--- src/rtl/alu_share_arbiter.sv ---
// Round-robin sequencer that shares one combinational ALU between two requesters.
// Operands are registered onto the ALU and the tagged result is returned on one response channel.
//
// state | meaning
// IDLE  | arbitrate and accept one request
// EXEC  | ALU inputs stable, capture alu_s at the end of the cycle
// RESP  | hold tagged result until rsp_ready
module alu_share_arbiter #(
  parameter int WIDTH   = 32,
  parameter int NUM_OPS = 13
) (
  input  logic             clk,
  input  logic             rst_n,
  input  logic [1:0]       req_valid,
  output logic [1:0]       req_ready,
  input  logic [WIDTH-1:0] req0_a,
  input  logic [WIDTH-1:0] req0_b,
  input  logic [3:0]       req0_sel,
  input  logic [WIDTH-1:0] req1_a,
  input  logic [WIDTH-1:0] req1_b,
  input  logic [3:0]       req1_sel,
  output logic [WIDTH-1:0] alu_a,
  output logic [WIDTH-1:0] alu_b,
  output logic [3:0]       alu_sel,
  input  logic [WIDTH-1:0] alu_s,
  output logic             rsp_valid,
  input  logic             rsp_ready,
  output logic             rsp_id,
  output logic [WIDTH-1:0] rsp_s,
  output logic             rsp_err,
  output logic             busy
);

  typedef enum logic [1:0] {IDLE, EXEC, RESP} state_t;

  state_t           state, state_nxt;
  logic             last;
  logic             grant;
  logic             accept;
  logic             sel_legal;
  logic [WIDTH-1:0] grant_a, grant_b;
  logic [3:0]       grant_sel;

  // On a tie, serve the requester that was not served last.
  always_comb begin
    case (req_valid)
      2'b10:   grant = 1'b1;
      2'b11:   grant = ~last;
      default: grant = 1'b0;
    endcase
  end

  assign grant_a   = grant ? req1_a   : req0_a;
  assign grant_b   = grant ? req1_b   : req0_b;
  assign grant_sel = grant ? req1_sel : req0_sel;
  assign sel_legal = ({1'b0, grant_sel} < 5'(NUM_OPS));

  always_ff @(posedge clk or negedge rst_n) begin
    if (!rst_n) state <= IDLE;
    else        state <= state_nxt;
  end

  always_comb begin
    state_nxt = state;
    req_ready = 2'b00;
    accept    = 1'b0;
    case (state)
      IDLE: begin
        if (|req_valid) begin
          req_ready[grant] = 1'b1;
          accept           = 1'b1;
          state_nxt        = sel_legal ? EXEC : RESP;
        end
      end
      EXEC:    state_nxt = RESP;
      RESP:    if (rsp_ready) state_nxt = IDLE;
      default: state_nxt = IDLE;
    endcase
  end

  always_ff @(posedge clk or negedge rst_n) begin
    if (!rst_n) begin
      alu_a   <= '0;
      alu_b   <= '0;
      alu_sel <= '0;
      rsp_id  <= 1'b0;
      rsp_s   <= '0;
      rsp_err <= 1'b0;
      last    <= 1'b1;
    end else begin
      if (accept) begin
        alu_a   <= grant_a;
        alu_b   <= grant_b;
        alu_sel <= grant_sel;
        rsp_id  <= grant;
        last    <= grant;
        // Illegal selects skip the ALU and report immediately.
        if (!sel_legal) begin
          rsp_s   <= '0;
          rsp_err <= 1'b1;
        end
      end
      if (state == EXEC) begin
        rsp_s   <= alu_s;
        rsp_err <= 1'b0;
      end
    end
  end

  assign rsp_valid = (state == RESP);
  assign busy      = (state != IDLE);

endmodule
--- config.mk ---
export PLATFORM = sky130hd
export DESIGN_NAME = alu_share_arbiter
export DESIGN_NICKNAME = d
export VERILOG_FILES = /design/src/rtl/alu_share_arbiter.sv
export SDC_FILE = /design/constraint.sdc
export NUM_CORES = 1
export LEC_CHECK = 0
export ABC_AREA = 1
export CAP_MARGIN = 20
export CORE_MARGIN = 3
export CORE_UTILIZATION = 39
export CTS_BUF_LIST = sky130_fd_sc_hd__clkbuf_4
export CTS_CLUSTER_SIZE = 10
export DETAILED_ROUTE_END_ITERATION = 10
export PLACE_DENSITY = 0.93
export SETUP_SLACK_MARGIN = 0.5
export SLEW_MARGIN = 15
export SYNTH_ARGS = -nofsm -noshare
export SYNTH_HDL_FRONTEND = slang
export SYNTH_SLANG_ARGS = --single-unit
--- constraint.sdc ---
create_clock -name clk -period 2.1 [get_ports clk]
set_clock_uncertainty 0.1 [all_clocks]
set_input_delay 0.63 -clock clk [delete_from_list [all_inputs] [get_ports clk]]
set_output_delay 0.63 -clock clk [all_outputs]
set_load 0.02 [all_outputs]
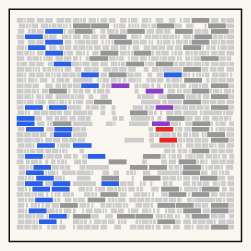
(images/ff_map.png)
Drawn at 2 px/um.
Key: blue = alu_b [placed flops 32, where a vertical strip on the left]; red = state [placed flops 2]; purple = alu_sel [placed flops 4]
Final Util: 0.8411
sequential cell area: 2631 um^2
power drawn by the sequential cells: 3.81 mW
sequential portion of the cell area: 0.2705

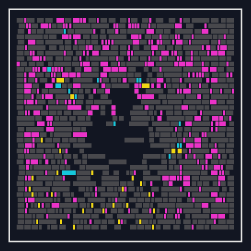
(images/gates.png)
Drawn at 2 px/um.
Key: cyan = inv cells [cells 14]; yellow = nor cells [cells 30]; magenta = nand cells [cells 306, where all over the die]
multi-input gate share of the layout cell area: 0.2306
number of non-filler instances in the completed layout: 1097
most numerous logic cell after layout: sky130_fd_sc_hd__nand2_1

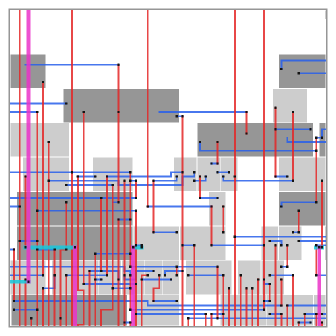
(images/closeup.png)
Window x 45 to 70, y 22 to 47 um. Cells in grey, sequential cells in the stronger grey; small squares are vias.
Key: blue = M1; magenta = M4; cyan = M3; red = M2
Sequential cells in the window: 5. 30 logic cells have their middle in the window. Netlist names of flops here include alu_a (4), alu_b (1). Most frequent: clkdlybuf4s50_1 (8), dfrtp_1 (5).

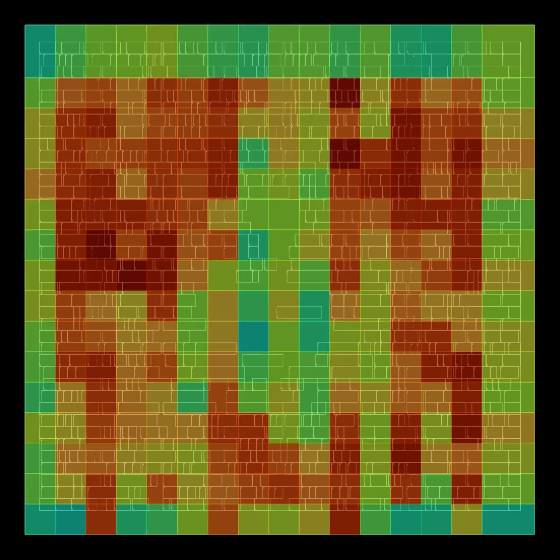
(images/congestion_map.png)
met1 track demand over resource in global routing: 0.3294
total routing usage reported by global routing: 0.3067
met3 routing resource usage after global routing: 0.07947
met2 usage in global routing: 0.5521
DR WL/cell: 21.26 um

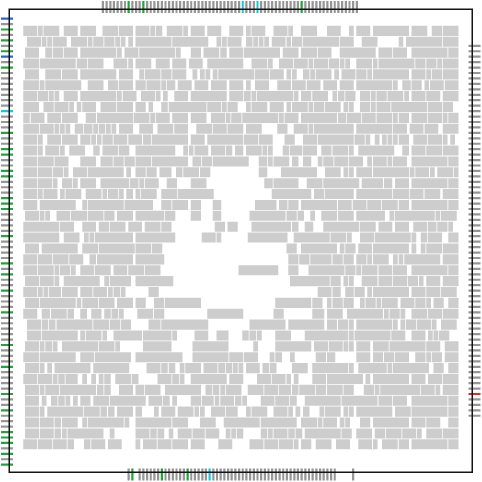
(images/pinout.png)
Drawn at 4 px/um. Pins as bars across the die edge, other pins in grey.
Key: blue = req_ready [pins 2, direction output, edge west]; cyan = req0_sel [pins 4, direction input, edge 2 north, 1 south, 1 west]; red = rsp_valid [pins 1, direction output, edge east]; green = req1_b [pins 32, direction input, edge 26 west, 3 north, 3 south]
All pins by edge: 83 west, 70 north, 69 east, 57 south.
Horiz. Die Dim: 115.4 um
count of buffers inserted at the top-level ports: 278
height of the chip: 115.4 um

==> results.txt <==
Notes on the physical design

The number of global-route vias before repair is ~5.8k. Per STA, the library cell used most along the worst path is sky130_fd_sc_hd__buf_6. The main area contributors are sky130_fd_sc_hd__dfrtp_1 56%, sky130_fd_sc_hd__nand2_1 18%, sky130_fd_sc_hd__nand3_1 5.9%. Yosys reports a chip area of 4666 um^2. The first TritonRoute pass finished after 5 iterations. The critical-path maximum fanout is 6.

The top cell types in the final layout, fill and taps aside, are 185 x sky130_fd_sc_hd__nand2_1, 169 x sky130_fd_sc_hd__clkdlybuf4s50_1, 121 x sky130_fd_sc_hd__buf_6. The cell sequence reported for the critical path is clkdlybuf4s15_1, nor2_2, nor2_4, buf_4, buf_6, buf_6, buf_6, buf_6, buf_6, buf_12, buf_12, bufbuf_16, o21ai_1, o21ai_1. In the Yosys report the total cell count is 544. Setup repair after global routing could not meet its margin everywhere. The run finished, with violations left.

The data required time of the worst path is 2.35 ns. The maximum buffer depth of the clock tree is 2. The number of setup violations in the final report is 88. The transition time recorded at the tightest slew-check pin is 0.5161 ns. The count of max-cap constraint violations is 0. The element type at the critical path start is an input port. The area of the die is 13310 um^2. Clock tree synthesis inserted a total of 9 buffers. The checks that failed: setup timing. Hold timing on the final database bottoms out at a slack of 0.4109 ns. Detailed routing placed a total of 1902 um of wire on met3. For reference, the most critical setup path is categorized as in2reg. Dividing the final minimum period by the clock period gives 1.077. After floorplanning, the core was divided into 39 placement rows. Per the placement report, the placed cell count is 959. Summing every instance area after synthesis gives 4666 um^2.

The fraction of final layout cells with drive strength greater than 1 is 0.4151. The number of storage elements in the synthesis netlist is 105. In this design, the stage delay of the slowest critical-path cell is 0.27 ns. The final antenna-violating net count is 0. Per the power-grid run, VDD falls by no more than around 0.96 mV.

The worst setup slack before clock tree synthesis is -0.8200 ns. The worst slew slack as a fraction of its limit is 0.6560. The via total after detailed routing is 5852.

Per the OpenROAD power report, leakage power amounts to 4.818 nW. The number of different library cells used by synthesis comes to 22. The total number of warnings across the stage logs is 29. The synthesized instance count is 544. The largest net degree at the start of global routing is 61. Derived from the worst setup path, the maximum achievable clock frequency is around 440 MHz. The count of yosys warnings during synthesis is 0. The CTS tree is yes.

In the final timing run, aggregate negative setup slack is -4.647 ns. The share of the synthesized area in the top cell type is 0.5578. In this run the mean area of a mapped cell was 8.577 um^2.

The minimum clock period is approximately 2.3 ns. The final layout report lists a filler cell count of 558. The sequential share of the synthesized area is 0.5634. The placement summary gives the final routability congestion estimate as 0.8101. The post-CTS clock slew at the launch and capture registers of the worst setup and hold paths is 0.17 ns. The total overflow reported by the global router is 0. The starting DRC count in detailed routing is 483.

The floorplan core density is 0.4034. The critical path in the final layout is reported with a setup slack of -0.1618 ns. Together, buffers and inverters on the worst path number 10. The growth of design area from synthesis to finish is 108.5%. The arrival time at the worst endpoint is 2.51 ns. The vias per cell is 5.335. For reference, the final report shows the hold violation count at 0.

The later-pin clock latency in the skew report is 0.46 ns. The type of destination of the critical path is a register. The highest routed metal layer is met5.

The number of H-tree levels is 3. The global-route wire length before repair is 30910 um. The placed wire-length estimate after detailed placement is 11920 um. The core region is 11560 um^2. The tree is rooted in a sky130_fd_sc_hd__clkbuf_4. The design draws between 10 and 15 mW. Wire segments on met2 add up to 12230 um in the final route.

The path category of the worst min-delay check is in2async. The final instance area is 9727 um^2. The library cell occupying the most area in the post-synthesis netlist is sky130_fd_sc_hd__dfrtp_1.

The number of antenna violations at the first check in global routing is 1. The number of nets in the finished design is 1122. 0 antenna diodes ended up in the layout.

The cell with the biggest individual delay on the critical path is sky130_fd_sc_hd__bufbuf_16. After detailed routing, the number of remaining DRC violations is 0. In the per-layer breakdown of the detailed-route log, met1 shows around 8000 um. The number of top-level design ports is roughly 280. The count of clock tree sinks is 105. The number of nets handed over by synthesis was 717. The final wirelength is roughly 23000 um. The placement-stage cell area is 7751 um^2. The gate family responsible for the most delay along the worst path is buffers and inverters. The max-slew violation count is 0.

Dividing total power by cell area gives a power density of 1507 nW/um^2.
==> cell type report <==
class / count / area (um^2) / area share
clock buffer: 9 / 67.56 / 0.006946
tap: 143 / 178.9 / 0.01839
multi-input combinational: 392 / 2243 / 0.2306
timing repair buffer: 427 / 4453 / 0.4578
clock inverter: 7 / 76.32 / 0.007847
sequential: 105 / 2631 / 0.2705
inverter: 14 / 76.32 / 0.007847
==> final timing paths <==
check                      slack (ns)  cells after the start            startpoint                    end
max                             -0.16                     14          req_valid[1]  alu_b[26]$_DFFE_PN0P_
min                              0.41                      2                 rst_n  rsp_s[19]$_DFFE_PN0P_
max reg2reg                     -0.15                     14  state[0]$_DFFE_PN0P_  alu_b[26]$_DFFE_PN0P_
min reg2reg                      0.44                      2  alu_a[6]$_DFFE_PN0P_   alu_a[6]$_DFFE_PN0P_
max in group asynchronous        0.76                      3                 rst_n  alu_b[21]$_DFFE_PN0P_
min in group clk                 0.44                      2  alu_a[6]$_DFFE_PN0P_   alu_a[6]$_DFFE_PN0P_
==> Yosys cell counts <==
master	number
sky130_fd_sc_hd__buf_4	2
sky130_fd_sc_hd__nand3_1	55
sky130_fd_sc_hd__dfrtp_1	104
sky130_fd_sc_hd__a21oi_1	1
sky130_fd_sc_hd__nor2_2	2
sky130_fd_sc_hd__nand3_2	18
sky130_fd_sc_hd__o211ai_1	1
sky130_fd_sc_hd__o21ai_1	10
sky130_fd_sc_hd__clkinv_1	1
sky130_fd_sc_hd__dfstp_2	1
sky130_fd_sc_hd__nand2_1	224
sky130_fd_sc_hd__nand2_2	6
sky130_fd_sc_hd__buf_2	15
sky130_fd_sc_hd__nor2_1	27
sky130_fd_sc_hd__clkbuf_1	8
sky130_fd_sc_hd__buf_6	8
sky130_fd_sc_hd__nand3_4	1
sky130_fd_sc_hd__inv_2	3
sky130_fd_sc_hd__nand3b_1	2
sky130_fd_sc_hd__o21ai_0	44
sky130_fd_sc_hd__nor2_4	1
sky130_fd_sc_hd__inv_1	10
==> cells by family (layout without fill, tap and decap cells) <==
kind of cell | after synthesis | count (layout) | synth area share
AND/OR/NAND/NOR | 336 | 336 | 0.3197
flip-flops | 105 | 105 | 0.5634
AND-OR/OR-AND | 56 | 56 | 0.06061
buffers and inverters | 47 | 457 | 0.05631
==> state kept, by name, indices dropped and copies added (netlist names) <==
name and cells:
rsp_s 32, rsp_id 1, state 2, rsp_err 1, last 1, alu_sel 4, alu_a 32, alu_b 32
==> power breakdown <==
part	total, mW	switching [mW]	internal [mW]	leakage (nW)
registers	3.81	0.822	2.99	1.30
clock network	1.15	0.779	0.374	0.0733
logic	9.70	4.73	4.97	3.45
==> metal layers <==
metal | vias up | global-route usage
li1 | 2557 | -
met1 | 2832 | 0.3294
met2 | 357 | 0.5521
met3 | 104 | 0.07947
met4 | 2 | 0.1588
met5 | - | 0
==> timing repair <==
item / CTS / global route
endpoints found under the setup margin: 211 / 211
buffers inserted: 72 / 37
hold buffers: 1 / 0
gates cloned: 12 / 0
pin swaps: 33 / 7
hold endpoints to repair: 7 / 0
resized: 799 / 12
Power and IR drop assume default switching activity.
